==> config.mk <==
export PLATFORM = sky130hd
export DESIGN_NAME = mu0_mem_arbiter
export DESIGN_NICKNAME = d
export VERILOG_FILES = /design/src/rtl/mu0_mem_pkg.sv /design/src/rtl/mu0_arb_pick.sv /design/src/rtl/mu0_mem_arbiter.sv
export SDC_FILE = /design/constraint.sdc
export NUM_CORES = 1
export LEC_CHECK = 0
export CORE_ASPECT_RATIO = 0.5
export CORE_MARGIN = 4
export CORE_UTILIZATION = 44
export CTS_CLUSTER_DIAMETER = 120
export DETAILED_ROUTE_END_ITERATION = 10
export GPL_TIMING_DRIVEN = 1
export PLACE_DENSITY = 0.84
export SYNTH_ARGS = -nofsm -noshare
export SYNTH_HDL_FRONTEND = slang
export SYNTH_SLANG_ARGS = --single-unit
==> constraint.sdc <==
create_clock -name clk -period 3.99 [get_ports clk]
set_input_delay 0.399 -clock clk [delete_from_list [all_inputs] [get_ports clk]]
set_output_delay 0.399 -clock clk [all_outputs]
set_load 0.03 [all_outputs]
==> src/rtl/mu0_mem_pkg.sv <==
// Shared types and default sizes for the MU0 memory arbiter.
package mu0_mem_pkg;

    localparam int unsigned DEF_ADDR_W   = 12;
    localparam int unsigned DEF_DATA_W   = 16;
    localparam int unsigned DEF_MAX_WAIT = 4;

    // 2-bit encoding; the spare code 2'b11 is recovered to IDLE.
    typedef enum logic [1:0] {
        IDLE  = 2'b00,
        ISSUE = 2'b01,
        RESP  = 2'b10
    } arb_state_t;

    typedef enum logic {
        OWNER_CPU = 1'b0,
        OWNER_DBG = 1'b1
    } owner_t;

endpackage

==> src/rtl/mu0_arb_pick.sv <==
// Combinational winner selection: CPU has priority unless the debug port
// has already lost MAX_WAIT consecutive arbitrations.
module mu0_arb_pick
    import mu0_mem_pkg::*;
#(
    parameter int unsigned MAX_WAIT = DEF_MAX_WAIT,
    parameter int unsigned WAIT_W   = 3
) (
    input  logic              i_cpu_el,
    input  logic              i_dbg_el,
    input  logic [WAIT_W-1:0] i_wait_cnt,
    output logic              o_any_grant,
    output owner_t            o_winner,
    output logic [WAIT_W-1:0] o_next_wait
);

    logic w_starved;
    logic w_dbg_wins;

    assign w_starved  = (i_wait_cnt == WAIT_W'(MAX_WAIT));
    assign w_dbg_wins = i_dbg_el & (~i_cpu_el | w_starved);

    // Select winner and compute the saturating starvation count
    always_comb begin
        o_any_grant = i_cpu_el | i_dbg_el;
        o_winner    = w_dbg_wins ? OWNER_DBG : OWNER_CPU;
        o_next_wait = i_wait_cnt;
        if (w_dbg_wins) begin
            o_next_wait = '0;
        end else if (i_dbg_el && !w_starved) begin
            o_next_wait = WAIT_W'(i_wait_cnt + 1'b1);
        end
    end

endmodule

==> src/rtl/mu0_mem_arbiter.sv <==
// Serialises CPU and debug/loader accesses onto one single-port synchronous
// memory through an IDLE/ISSUE/RESP FSM.
module mu0_mem_arbiter
    import mu0_mem_pkg::*;
#(
    parameter int unsigned ADDR_W   = DEF_ADDR_W,
    parameter int unsigned DATA_W   = DEF_DATA_W,
    parameter int unsigned MAX_WAIT = DEF_MAX_WAIT
) (
    input  logic              clk,
    input  logic              rst,
    input  logic              cpu_req,
    input  logic              cpu_write,
    input  logic [ADDR_W-1:0] cpu_addr,
    input  logic [DATA_W-1:0] cpu_wdata,
    output logic              cpu_gnt,
    output logic              cpu_rvalid,
    output logic [DATA_W-1:0] cpu_rdata,
    input  logic              dbg_req,
    input  logic              dbg_write,
    input  logic [ADDR_W-1:0] dbg_addr,
    input  logic [DATA_W-1:0] dbg_wdata,
    input  logic              dbg_lock,
    output logic              dbg_gnt,
    output logic              dbg_rvalid,
    output logic [DATA_W-1:0] dbg_rdata,
    output logic [ADDR_W-1:0] mem_addr,
    output logic              mem_read,
    output logic              mem_write,
    output logic [DATA_W-1:0] mem_wdata,
    input  logic [DATA_W-1:0] mem_rdata,
    output logic              busy
);

    localparam int unsigned WAIT_W = (MAX_WAIT < 1) ? 1 : $clog2(MAX_WAIT + 1);

    arb_state_t        r_state;
    logic [WAIT_W-1:0] r_wait_cnt;
    owner_t            r_owner;
    logic              r_write;
    logic [ADDR_W-1:0] r_addr;
    logic [DATA_W-1:0] r_wdata;
    logic              r_cpu_gnt;
    logic              r_dbg_gnt;
    logic              r_mem_read;
    logic              r_mem_write;
    logic              r_cpu_rvalid;
    logic              r_dbg_rvalid;
    logic              r_cpu_rdata;
    logic [DATA_W-1:0] r_cpu_rdata_q;
    logic [DATA_W-1:0] r_dbg_rdata_q;
    logic              r_busy;

    logic              w_cpu_el;
    logic              w_dbg_el;
    logic              w_any_grant;
    owner_t            w_winner;
    logic [WAIT_W-1:0] w_next_wait;

    assign w_cpu_el = cpu_req & ~dbg_lock;
    assign w_dbg_el = dbg_req;

    mu0_arb_pick #(
        .MAX_WAIT (MAX_WAIT),
        .WAIT_W   (WAIT_W)
    ) u_pick (
        .i_cpu_el    (w_cpu_el),
        .i_dbg_el    (w_dbg_el),
        .i_wait_cnt  (r_wait_cnt),
        .o_any_grant (w_any_grant),
        .o_winner    (w_winner),
        .o_next_wait (w_next_wait)
    );

    // Issue/response FSM with registered grants, strobes and rvalids
    always_ff @(posedge clk or posedge rst) begin
        if (rst) begin
            r_state       <= IDLE;
            r_wait_cnt    <= '0;
            r_owner       <= OWNER_CPU;
            r_write       <= 1'b0;
            r_addr        <= '0;
            r_wdata       <= '0;
            r_cpu_gnt     <= 1'b0;
            r_dbg_gnt     <= 1'b0;
            r_mem_read    <= 1'b0;
            r_mem_write   <= 1'b0;
            r_cpu_rvalid  <= 1'b0;
            r_dbg_rvalid  <= 1'b0;
            r_cpu_rdata   <= 1'b0;
            r_cpu_rdata_q <= '0;
            r_dbg_rdata_q <= '0;
            r_busy        <= 1'b0;
        end else begin
            r_cpu_gnt    <= 1'b0;
            r_dbg_gnt    <= 1'b0;
            r_mem_read   <= 1'b0;
            r_mem_write  <= 1'b0;
            r_cpu_rvalid <= 1'b0;
            r_dbg_rvalid <= 1'b0;
            r_cpu_rdata  <= 1'b0;
            // Keep the read word once the RESP cycle ends
            if (r_cpu_rvalid) r_cpu_rdata_q <= mem_rdata;
            if (r_dbg_rvalid) r_dbg_rdata_q <= mem_rdata;
            case (r_state)
                IDLE, RESP: begin
                    r_wait_cnt <= w_next_wait;
                    if (w_any_grant) begin
                        r_state <= ISSUE;
                        r_busy  <= 1'b1;
                        r_owner <= w_winner;
                        if (w_winner == OWNER_DBG) begin
                            r_write     <= dbg_write;
                            r_addr      <= dbg_addr;
                            r_wdata     <= dbg_wdata;
                            r_dbg_gnt   <= 1'b1;
                            r_mem_read  <= ~dbg_write;
                            r_mem_write <= dbg_write;
                        end else begin
                            r_write     <= cpu_write;
                            r_addr      <= cpu_addr;
                            r_wdata     <= cpu_wdata;
                            r_cpu_gnt   <= 1'b1;
                            r_mem_read  <= ~cpu_write;
                            r_mem_write <= cpu_write;
                        end
                    end else begin
                        r_state <= IDLE;
                        r_busy  <= 1'b0;
                    end
                end
                ISSUE: begin
                    r_state <= RESP;
                    r_busy  <= 1'b1;
                    if (!r_write) begin
                        if (r_owner == OWNER_DBG) r_dbg_rvalid <= 1'b1;
                        else                      r_cpu_rvalid <= 1'b1;
                    end
                end
                default: begin
                    r_state <= IDLE;
                    r_busy  <= 1'b0;
                end
            endcase
        end
    end

    // Memory data arrives during RESP, so it is bypassed to the owner in that
    // cycle and the registered copy covers every later cycle.
    assign cpu_rdata  = r_cpu_rvalid ? mem_rdata : r_cpu_rdata_q;
    assign dbg_rdata  = r_dbg_rvalid ? mem_rdata : r_dbg_rdata_q;
    assign cpu_gnt    = r_cpu_gnt;
    assign dbg_gnt    = r_dbg_gnt;
    assign cpu_rvalid = r_cpu_rvalid;
    assign dbg_rvalid = r_dbg_rvalid;
    assign mem_addr   = r_addr;
    assign mem_wdata  = r_wdata;
    assign mem_read   = r_mem_read;
    assign mem_write  = r_mem_write;
    assign busy       = r_busy;

    logic w_unused;
    assign w_unused = r_cpu_rdata;

endmodule

clock_nets.png
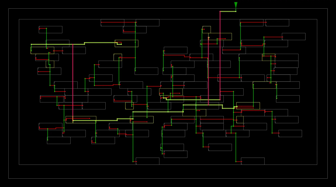
TritonCTS Buffers: 9
P_clk: 0.765 mW
flip-flops: 74
clk sinks: 74
clkbuf count: 10

==> Changelog: implementation <==
### Physical design

- Run status: finished, final reports clean
- Floorplan core density: 0.4538
- Most common logic cells in the final layout: clkdlybuf4s50_1 (145), dfrtp_1 (74), nor2_1 (33)
- Yosys xor share: 0
- Leak pwr: 2.104 nW
- Most used flip-flop cell: dfrtp_1
- CTS tree: yes
- Vias per inst: between 4 and 5
- Remaining DRCs: 0
- Log Warnings: 27
- Port buffer count: 145
- Yosys cell count: roughly 240
- Switching Power: about 1.2 mW
- Tcrit/Tclk final: 0.6513
- Post-Layout Cell Count: about 480
- N_taps: about 92
- Worst hold path class: reg -> reg
- Critical-path maximum fanout: 17
- Combinational power share: 0.429
- Total track usage: 0.1968
- Vias: 2340
clock_wires.png
The bar under the picture is 50 microns long.
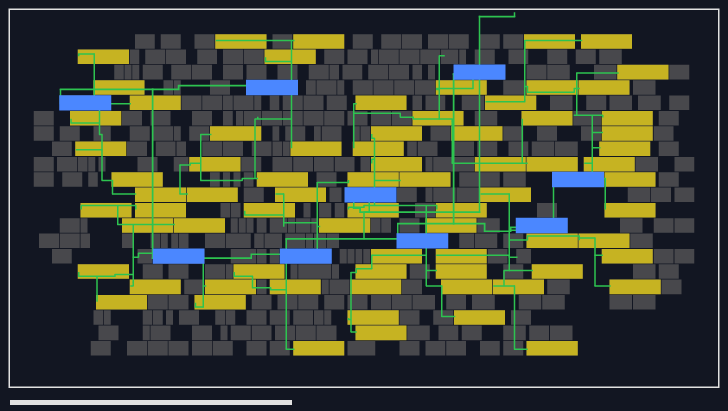
[clock wires] green | length: 899 microns
[clock-net drivers] blue | count: 9
[flip-flops] yellow | count: 74
routed clock nets: 10
portion of total power attributed to the clock network: 0.238
worst-skew pair later-pin latency: 0.33 ns
Post-Route Skew: 0.005636 ns

Power figures rest on the tool's default switching activity, not on a simulated workload.
